**config.mk**
```make
export PLATFORM = sky130hd
export DESIGN_NAME = fetch_stage
export DESIGN_NICKNAME = d
export VERILOG_FILES = /design/src/rtl/mips4_pkg.sv /design/src/rtl/if_id_reg.sv /design/src/rtl/fetch_stage.sv
export SDC_FILE = /design/constraint.sdc
export NUM_CORES = 1
export LEC_CHECK = 0
export ABC_CLOCK_PERIOD_IN_PS = 3400
export CORE_MARGIN = 4
export CORE_UTILIZATION = 49
export DETAILED_ROUTE_END_ITERATION = 7
export PLACE_DENSITY = 0.83
export SLEW_MARGIN = 20
export SYNTH_ARGS = -nofsm -noshare
export SYNTH_HDL_FRONTEND = slang
export SYNTH_SLANG_ARGS = --single-unit
```
**constraint.sdc**
```tcl
create_clock -name clk -period 3.4 [get_ports clk]
set_clock_uncertainty 0.1 [all_clocks]
set_input_delay 0.68 -clock clk [delete_from_list [all_inputs] [get_ports clk]]
set_output_delay 0.68 -clock clk [all_outputs]
set_load 0.02 [all_outputs]
```
**src/rtl/mips4_pkg.sv**
```systemverilog
// Shared definitions for the 4-stage MIPS pipeline: defaults, opcodes,
// instruction field positions and the fetch FSM state type.
package mips4_pkg;

  localparam int unsigned INSTR_W_DEF = 8;
  localparam int unsigned PC_W_DEF    = 8;

  localparam logic [1:0] OP_ALU = 2'b00;
  localparam logic [1:0] OP_LD  = 2'b01;
  localparam logic [1:0] OP_JMP = 2'b11;

  localparam int unsigned OPCODE_MSB = 7;
  localparam int unsigned OPCODE_LSB = 6;
  localparam int unsigned TARGET_MSB = 5;
  localparam int unsigned TARGET_LSB = 0;

  typedef enum logic [1:0] {
    BOOT = 2'd0,
    RUN  = 2'd1,
    JBUB = 2'd2
  } fetch_state_e;

endpackage

```
**src/rtl/if_id_reg.sv**
```systemverilog
// Pipeline boundary register with hold and kill. Kill wins over hold and
// clears both valid and data so a bubble never carries a stale word.
module if_id_reg #(
  parameter int unsigned DATA_W = 8,
  parameter int unsigned TAG_W  = 8
) (
  input  logic              clk,
  input  logic              rst_n,
  input  logic              hold,
  input  logic              kill,
  input  logic [DATA_W-1:0] data_d,
  input  logic [TAG_W-1:0]  tag_d,
  output logic [DATA_W-1:0] data_q,
  output logic [TAG_W-1:0]  tag_q,
  output logic              valid_q
);

  // NOTE: state registers use non-blocking assignments so every flop samples
  // pre-edge values regardless of process ordering.
  always_ff @(posedge clk or negedge rst_n) begin
    if (!rst_n) begin
      data_q  <= '0;
      tag_q   <= '0;
      valid_q <= 1'b0;
    end else if (kill) begin
      data_q  <= '0;
      valid_q <= 1'b0;
    end else if (!hold) begin
      data_q  <= data_d;
      tag_q   <= tag_d;
      valid_q <= 1'b1;
    end
  end

endmodule

```
**src/rtl/fetch_stage.sv**
```systemverilog
// Instruction fetch: PC, BOOT/RUN/JBUB control and the IF/ID register.
// Optional perf counters are built when FETCH_PERF_CNT_EN is defined.
module fetch_stage
  import mips4_pkg::*;
#(
  parameter int unsigned        PC_W     = PC_W_DEF,
  parameter int unsigned        INSTR_W  = INSTR_W_DEF,
  parameter logic [PC_W-1:0]    RESET_PC = '0
) (
  input  logic               clk,
  input  logic               rst_n,
  output logic [PC_W-1:0]    imem_addr_o,
  input  logic [INSTR_W-1:0] imem_rdata_i,
  input  logic               stall_i,
  input  logic               jmp_valid_i,
  input  logic [INSTR_W-3:0] jmp_target_i,
  output logic [INSTR_W-1:0] if_id_instr_o,
  output logic [PC_W-1:0]    if_id_pc_o,
  output logic               if_id_valid_o
`ifdef FETCH_PERF_CNT_EN
  ,
  output logic [15:0]        fetch_cnt_o,
  output logic [15:0]        flush_cnt_o
`endif
);

  fetch_state_e    state_q, state_d;
  logic [PC_W-1:0] pc_q, pc_d;
  logic            capture;
  logic            kill;

  always_ff @(posedge clk or negedge rst_n) begin
    if (!rst_n) begin
      state_q <= BOOT;
      pc_q    <= RESET_PC;
    end else begin
      state_q <= state_d;
      pc_q    <= pc_d;
    end
  end

  // NOTE: every signal driven here gets a default first, so no path through
  // the case leaves one unassigned and no latch is inferred.
  always_comb begin
    state_d = state_q;
    pc_d    = pc_q;
    capture = 1'b0;
    kill    = 1'b0;
    unique case (state_q)
      BOOT: state_d = RUN;
      RUN: begin
        if (jmp_valid_i) begin
          pc_d    = PC_W'(jmp_target_i);
          kill    = 1'b1;
          state_d = JBUB;
        end else if (!stall_i) begin
          capture = 1'b1;
          pc_d    = pc_q + 1'b1;
        end
      end
      // ID holds the killed slot here, so any jmp_valid_i is spurious.
      JBUB: begin
        if (!stall_i) begin
          capture = 1'b1;
          pc_d    = pc_q + 1'b1;
          state_d = RUN;
        end
      end
      default: state_d = BOOT;
    endcase
  end

  assign imem_addr_o = pc_q;

  if_id_reg #(
    .DATA_W (INSTR_W),
    .TAG_W  (PC_W)
  ) u_if_id (
    .clk     (clk),
    .rst_n   (rst_n),
    .hold    (!capture),
    .kill    (kill),
    .data_d  (imem_rdata_i),
    .tag_d   (pc_q),
    .data_q  (if_id_instr_o),
    .tag_q   (if_id_pc_o),
    .valid_q (if_id_valid_o)
  );

`ifdef FETCH_PERF_CNT_EN
  logic [15:0] fetch_cnt_q;
  logic [15:0] flush_cnt_q;

  always_ff @(posedge clk or negedge rst_n) begin
    if (!rst_n) begin
      fetch_cnt_q <= '0;
      flush_cnt_q <= '0;
    end else begin
      if (capture && fetch_cnt_q != 16'hFFFF) fetch_cnt_q <= fetch_cnt_q + 1'b1;
      if (kill && flush_cnt_q != 16'hFFFF)    flush_cnt_q <= flush_cnt_q + 1'b1;
    end
  end

  assign fetch_cnt_o = fetch_cnt_q;
  assign flush_cnt_o = flush_cnt_q;
`else
  // Counters compiled out; fetch behaviour is unchanged.
`endif

endmodule

```
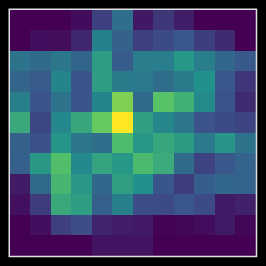
**Above:** run 1 (wire density map).
(4 px per µm) The die is cut into 12 by 12 equal tiles; dark purple is low, yellow is high, scaled to the fullest tile. Values are wire area over tile area, all layers added.
fullest tile: 0.46
emptiest ninth of the die: lower right
tiles over half the peak: 20%
GRT Resource Usage Total: 18.5%
total number of vias: 1084
Total Wirelength: 3.26 mm

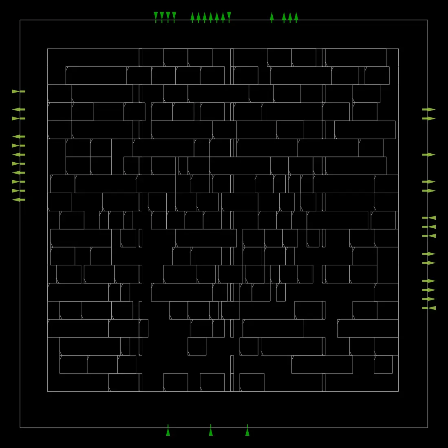
**Above:** run 1 (placement view).
Rows: 19
Tap Cells: 31
Layout Utilization: 67.9%

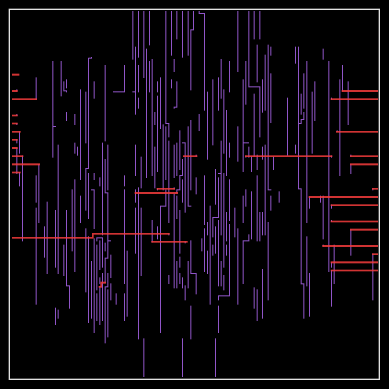
**Above:** run 1 (signal wires by layer).
(6 px per µm) Only two layers are drawn.
legend:
  M3:
    colour: red
    wire_length: 161 µm
  M2:
    colour: purple
    wire_length: 1660 µm
post-DR wirelength/cell: 17.1 µm

[run 1: flip-flops by register name, summed over array words and instances, names as in the netlist]
signal	count
imem_addr_o	8
u_if_id.data_q	8
u_if_id.tag_q	8
state_q	2
u_if_id.valid_q	1
[run 1: worst paths after layout]
check / from / to / cells past startpoint
max in group asynchronous: rst_n / imem_addr_o[1]$_DFFE_PN0P_ / 2
worst min register to register: u_if_id.tag_q[3]$_DFFE_PN0P_ / u_if_id.tag_q[3]$_DFFE_PN0P_ / 1
worst max-delay path: imem_addr_o[0]$_DFFE_PN0P_ / imem_addr_o[0] / 1
min in group asynchronous: rst_n / imem_addr_o[5]$_DFFE_PN0P_ / 2
worst max register to register: state_q[0]$_DFFE_PN0P_ / u_if_id.data_q[7]$_DFFE_PN0P_ / 5
worst min-delay path: u_if_id.tag_q[3]$_DFFE_PN0P_ / u_if_id.tag_q[3]$_DFFE_PN0P_ / 1
[run 1: kinds of logic after synthesis]
family	after synthesis
buf+inv	13
simple gates	28
mux	9
fa+ha+maj	6
flops	27
compound gates	35
[run 1: cell type report]
class	count	area (µm²)	area share, %
sequential	27	676	36.4
multi-input combinational	78	658	35.4
timing repair buffer	43	428	23.0
tap	31	38.8	2.09
inverter	7	26.3	1.42
clock buffer	3	22.5	1.21
clock inverter	1	7.51	0.404
[run 1: cell usage in the layout, fill, tap and decap left out, drive strengths merged, types with 2 or more instances in the layout]
cell type / count
a21boi: 2
a21oi: 3
a22o: 9
a2bb2oi: 3
clkbuf: 3
clkdlybuf4s50: 42
dfrtp: 27
ha: 6
inv: 7
mux2: 9
nand2: 2
nand2b: 3
nand3b: 4
nor2: 2
nor2b: 6
o21ai: 4
o2bb2ai: 2
o31ai: 6
or3b: 2
or4: 2
[run 1: routing by layer]
metal / part of all wire, % / up-vias / wire length [µm]
met4: 1.3 / 0 / 42
met1: 43 / 519 / 1400
met3: 4.9 / 4 / 161
li1: - / 524 / -
met5: 0 / - / 0
met2: 51 / 37 / 1660
[run 1: through the flow]
stage | setup slack, ns | util [%] | std cells | hold WS [ns]
2_1_floorplan | 1.61 | - | 118 | 0.284
3_3_place_gp | 0.890 | 66.8 | 186 | 0.384
3_5_place_dp | 0.836 | 66.8 | 186 | 0.381
4_1_cts | 1.11 | 67.9 | 190 | 0.427
5_1_grt | 1.03 | 67.9 | 190 | 0.440
6_report | 1.13 | 67.9 | 190 | 0.425
[run 1: report_power, final]
group | leakage, nW | internal (mW) | switching (mW)
combinational | 0.432 | 0.474 | 0.479
sequential | 0.343 | 0.459 | 0.127
clock | 0.0139 | 0.0450 | 0.100
total | 0.789 | 0.978 | 0.706
[run 1: cells in the mapped netlist (3+ instances only)]
cell type / count / area [µm²]
dfrtp_1: 27 / 676
a22o_1: 9 / 78.8
mux2_2: 9 / 101
inv_1: 7 / 26.3
ha_1: 6 / 75.1
o31ai_1: 6 / 45.0
nor2b_1: 5 / 31.3
nand3b_1: 4 / 30.0
a21oi_1: 3 / 15.0
clkbuf_1: 3 / 11.3
nand2b_1: 3 / 18.8
o21ai_0: 3 / 15.0
==> results.txt, run 1 <==
fresh numbers from the pnr run: first-pass GRT wire length=5.16 mm, root buffer cell=clkbuf_4, htree depth=1, slowest CP cell=clkdlybuf4s50_1, layout cells sized above 1=approximately an eighth, worst hold path type=reg -> reg, largest net degree at the start of global routing=28, yosys adder share=about 5.4%, ys cells=~120, async set-reset flop share out of synthesis=100%, Registers, synthesis=27, Dominant combinational family=AND-OR/OR-AND gates, Final Power=between 1.5 and 2 mW, nets@finish=roughly 180, Area growth, synth to finish=32.7%, CP cell instances=clkdlybuf4s50_1, critical path arrival=1.49 ns, CTS tree=yes, Unique masters post-synth=37, grt ovf=0, initial antenna violation count=0, warning total across the stage logs=30, Worst setup EP type=primary output, CP max FO=6, Synth Flop Type=dfrtp_1, Basic Gates by Area=14.2%, worst slew pin tran=between 0.5 and 0.6 ns, dpl cell area=about 0.0018 mm², Setup TNS=0 ns, dpl hpwl=about 2.4 mm, via/cell ratio=5.71, 1st-iter DRT viols=30, status=finished clean, Latency at later pin=between 0.3 and 0.4 ns, Slew HR=between 60% and 70%, Num Clock Sinks=27, count of library flops with an enable pin=0, leakage power=0.789 nW, Max Freq=0.440 GHz, DRC=0
**Run 1: close-up of the layout**

Window x 16 to 46, y 16 to 46 µm. Cells in grey, sequential cells in the stronger grey; small squares are vias.
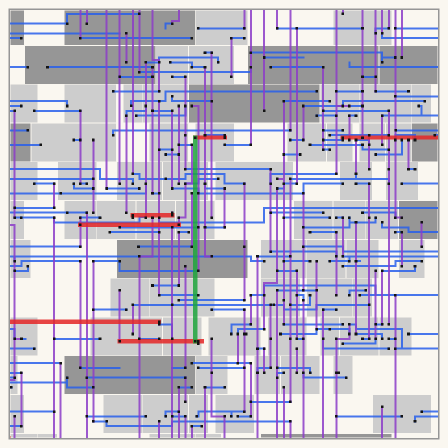

==> run 2: changes to the inputs <==
Settings changed: ABC_CLOCK_PERIOD_IN_PS 3400 to 2150, CORE_UTILIZATION 49 to 46, PLACE_DENSITY 0.83 to 0.79.
Clock period 3.4 ns to 2.15 ns, I/O delays scaled along.
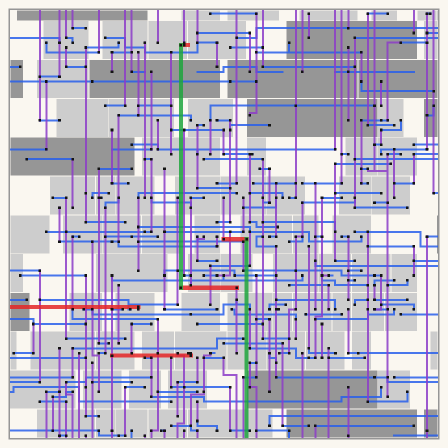
**Above:** run 2 (close-up of the layout).
Window x 17 to 47, y 17 to 47 µm. Cells in grey, sequential cells in the stronger grey; small squares are vias.
legend:
  M3:
    colour: red
  M2:
    colour: purple
  M1:
    colour: blue
  M4:
    colour: green
netlist names of flops here include: imem_addr_o (5), u_if_id.tag_q (2)
sequential cells in the window: 8
cells with their middle in the window: 72
most frequent: dfrtp_1 (8), o31ai_1 (6), nor2b_1 (5)

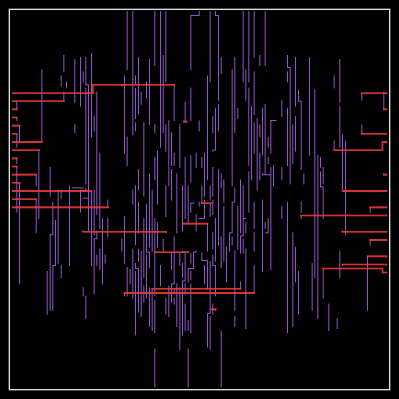
**Above:** run 2 (signal wires by layer).
(6 px per µm) Only two layers are drawn.
legend:
  M2:
    colour: purple
    wire_length: 1650 µm
  M3:
    colour: red
    wire_length: 226 µm
total number of vias: 1133
Total Wirelength: 3.18 mm
GRT Resource Usage Total: 16.8%
post-DR wirelength/cell: 16.2 µm

==> run 2 against run 1 <==
First-iteration DRC count down 10%; count of clock-buffer cells in the layout unchanged; sequential power grew 57%; global-route usage shrank 1.7 points; core utilization shrank 0.69 points; register-to-register slack worse by 1.1 ns; via count increased by 4.5%.
==> results.txt, run 2 <==
fresh numbers from the pnr run: met2 wire len=around 1.7 mm, largest net degree at the start of global routing=28, CP cell instances=clkdlybuf4s50_1, worst slew pin tran=0.368 ns, cell taking the most area after synthesis=dfrtp_1, Unique masters post-synth=37, most instantiated logic cell after routing=clkdlybuf4s50_1, async set-reset flop share out of synthesis=100%, Top-area cell share=about half, root buffer cell=clkbuf_4, Max Freq=0.500 GHz, Hold WS=roughly 0.36 ns, Synth area leaders=dfrtp_1 48%, mux2_2 7.2%, a22o_1 5.6%, warning total across the stage logs=30, Registers, synthesis=27, leakage power=0.819 nW, ys cells=118, critical path arrival=1.47 ns, first-pass GRT wire length=roughly 5.5 mm, grt ovf=0, layout cells sized above 1=around 16%, Placed Cells=around 190, DRC=0, Slew HR=between 70% and 80%, status=finished clean, Rows=19, CP max FO=6, CTS tree=yes, top-count cell post-synth=dfrtp_1
run 2: cell count changes in the layout (fill, tap and decap cells not counted):
cell	previous run	this run
buf_4	1	7
run 2: layout make-up:
| class | instances | area, µm² | area share, % |
|---|---|---|---|
| multi-input cells | 78 | 658 | 34.6 |
| flip-flops and latches | 27 | 676 | 35.5 |
| repair buffers | 49 | 473 | 24.9 |
| clock buffers | 3 | 22.5 | 1.18 |
| clock inverters | 1 | 7.51 | 0.395 |
| well taps | 31 | 38.8 | 2.04 |
| inverters | 7 | 26.3 | 1.38 |
run 2: metal layers:
layer	up-vias	global-route usage, %
li1	536	-
met1	551	19.9
met2	42	31.1
met3	4	2.84
met4	0	4.13
met5	-	0
run 2: cell families (layout without fill, tap and decap cells):
| logic type | after synthesis | after routing | share of synthesized area (%) |
|---|---|---|---|
| adder cells (fa/ha/maj) | 6 | 6 | 5.37 |
| AND/OR/NAND/NOR | 28 | 28 | 14.2 |
| multiplexers | 9 | 9 | 7.25 |
| flip-flops | 27 | 27 | 48.3 |
| AND-OR/OR-AND | 35 | 35 | 20.2 |
| buffers and inverters | 13 | 60 | 4.65 |
run 2: report_power, final:
| group | switching [mW] | internal [mW] | total (mW) |
|---|---|---|---|
| combinational | 0.768 | 0.781 | 1.55 |
| clock | 0.157 | 0.0712 | 0.228 |
| sequential | 0.192 | 0.726 | 0.918 |
run 2: path summary, 6_finish.rpt:
check / from / endpoint / slack (ns) / cells after the start
setup reg to reg: state_q[0]$_DFFE_PN0P_ / u_if_id.data_q[2]$_DFFE_PN0P_ / 0.19 / 6
min in group clk: u_if_id.data_q[0]$_DFFE_PN0P_ / u_if_id.data_q[0]$_DFFE_PN0P_ / 0.42 / 1
hold / removal: rst_n / u_if_id.tag_q[5]$_DFFE_PN0P_ / 0.36 / 2
setup / recovery: imem_addr_o[0]$_DFFE_PN0P_ / imem_addr_o[0] / 0.15 / 1
max in group asynchronous: rst_n / u_if_id.data_q[1]$_DFFE_PN0P_ / 1.34 / 2
hold reg to reg: u_if_id.data_q[0]$_DFFE_PN0P_ / u_if_id.data_q[0]$_DFFE_PN0P_ / 0.42 / 1
run 2: per-stage QoR:
stage | setup WS (ns) | power (mW)
floorplan | 0.385 | 1.84
global placement | 0.171 | 2.42
detailed placement | 0.107 | 2.48
CTS | 0.127 | 2.72
global route | 0.0782 | 2.88
finish | 0.149 | 2.70
run 2: worst reg2reg max path, delay by kind of cell, from the launching register on:
family / cells / cell delay (ns)
fa+ha+maj: 1 / 0.35
flops: 1 / 0.50
simple gates: 1 / 0.12
compound gates: 2 / 0.53
buf+inv: 2 / 0.31
==> run 3: changes to the inputs <==
Settings changed: CTS_CLUSTER_DIAMETER set to 50.
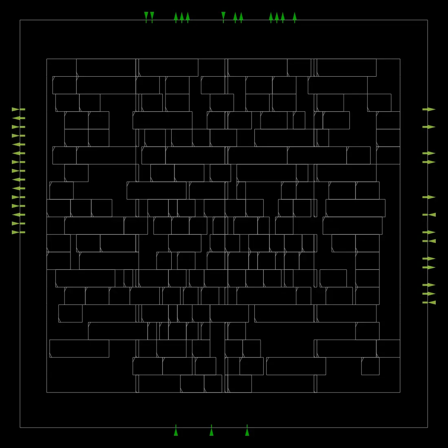
**Above:** run 3 (placement view).
Cell Count, Final, Fillers Out: 196
Fill cells: 221
Layout Utilization: 67.2%
Core Region: 0.00283 mm²

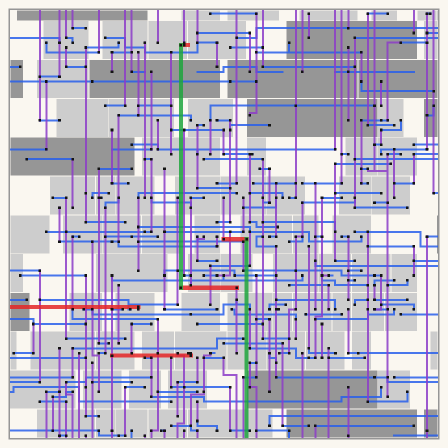
**Above:** run 3 (close-up of the layout).
Window x 17 to 47, y 17 to 47 µm. Cells in grey, sequential cells in the stronger grey; small squares are vias.
legend:
  M4:
    colour: green
  M2:
    colour: purple
  M1:
    colour: blue
  M3:
    colour: red
cells with their middle in the window: 72
netlist names of flops here include: imem_addr_o (5), u_if_id.tag_q (2)
most frequent: dfrtp_1 (8), o31ai_1 (6), nor2b_1 (5)
sequential cells in the window: 8

==> run 3 against run 2 <==
Global-route usage unchanged; clock power hardly changed; highest routed layer unchanged; cell area is the same.
==> results.txt, run 3 <==
fresh numbers from the pnr run: met2 wire len=between 1.5 and 2 mm, status=finished clean, count of library flops with an enable pin=0, worst hold path type=in -> async, htree depth=1, Synth Flop Type=dfrtp_1, Latency at later pin=0.33 ns, flip-flop and latch area=about 680 µm², GRT Resource Usage Total=between 15 and 20%, WL met1=1.27 mm, Total Wirelength=3.18 mm, Registers, synthesis=27, Max Used Layer=met4, first-pass GRT wire length=roughly 5.5 mm, nets@finish=~190, Area growth, synth to finish=36.0%, Setup TNS=0 ns, CP cell instances=clkdlybuf4s50_1, async set-reset flop share out of synthesis=100%, Hold WS=roughly 0.36 ns, Num Clock Sinks=27, most instantiated logic cell after routing=clkdlybuf4s50_1, largest net degree at the start of global routing=28, critical path arrival=between 1 and 1.5 ns, layout cells sized above 1=15.8%, grt ovf=0, top cells by count=27 x dfrtp_1, 9 x a22o_1, 9 x mux2_2, met3 WL post-DR=225 µm, worst slew pin tran=0.368 ns, Synth area leaders=dfrtp_1 48%, mux2_2 7.2%, a22o_1 5.6%, Unique masters post-synth=37
[run 3: cell counts in the layout (fill, tap and decap cells not counted)]
No cell type changed its count.
[run 3: worst paths after layout]
path,to,from,slack (ns),cells after the start
setup / recovery,imem_addr_o[0],imem_addr_o[0]$_DFFE_PN0P_,0.15,1
hold / removal,u_if_id.tag_q[5]$_DFFE_PN0P_,rst_n,0.36,2
setup reg to reg,u_if_id.data_q[2]$_DFFE_PN0P_,state_q[0]$_DFFE_PN0P_,0.19,6
hold reg to reg,u_if_id.data_q[0]$_DFFE_PN0P_,u_if_id.data_q[0]$_DFFE_PN0P_,0.42,1
max in group asynchronous,u_if_id.data_q[1]$_DFFE_PN0P_,rst_n,1.34,2
min in group clk,u_if_id.data_q[0]$_DFFE_PN0P_,u_if_id.data_q[0]$_DFFE_PN0P_,0.42,1
[run 3: final cells by class]
type / count / area share (%)
clock buffer: 3 / 1.18
clock inverter: 1 / 0.395
inverter: 7 / 1.38
multi-input combinational: 78 / 34.6
sequential: 27 / 35.5
tap: 31 / 2.04
timing repair buffer: 49 / 24.9
[run 3: per-stage QoR]
step	area, µm²	power, mW	setup WS (ns)
after floorplan	1400	1.84	0.385
after global placement	1870	2.42	0.171
after detailed placement	1870	2.48	0.107
after CTS	1900	2.72	0.127
after global routing	1900	2.88	0.0782
final	1900	2.70	0.149
[run 3: power by group]
group	switching, mW	internal [mW]	total, mW
Clock	0.157	0.0712	0.228
Combinational	0.768	0.781	1.55
Sequential	0.192	0.726	0.918
Total	1.12	1.58	2.70
[run 3: metal layers]
| metal | vias to the layer above | GRT usage (%) |
|---|---|---|
| li1 | 536 | - |
| met1 | 551 | 19.9 |
| met2 | 42 | 31.1 |
| met3 | 4 | 2.84 |
| met4 | 0 | 4.13 |
| met5 | - | 0 |
[run 3: cells by family after synthesis]
kind of cell / after synthesis / share of synthesized area [%]
mux: 9 / 7.25
simple gates: 28 / 14.2
compound gates: 35 / 20.2
flops: 27 / 48.3
buf+inv: 13 / 4.65
fa+ha+maj: 6 / 5.37

==> notes/layouts.md <==
Pictures saved along the way, in no particular order.

Logic cells by family.
(6 px per µm)
picture 1
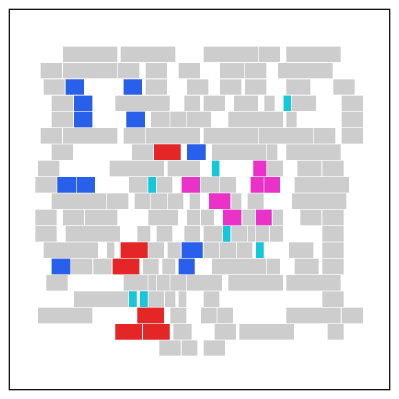
picture 2
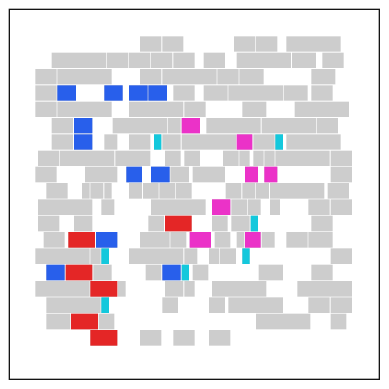
run 1 -> picture 2
run 3 -> picture 1

Power is estimated from default activity; no workload was simulated.
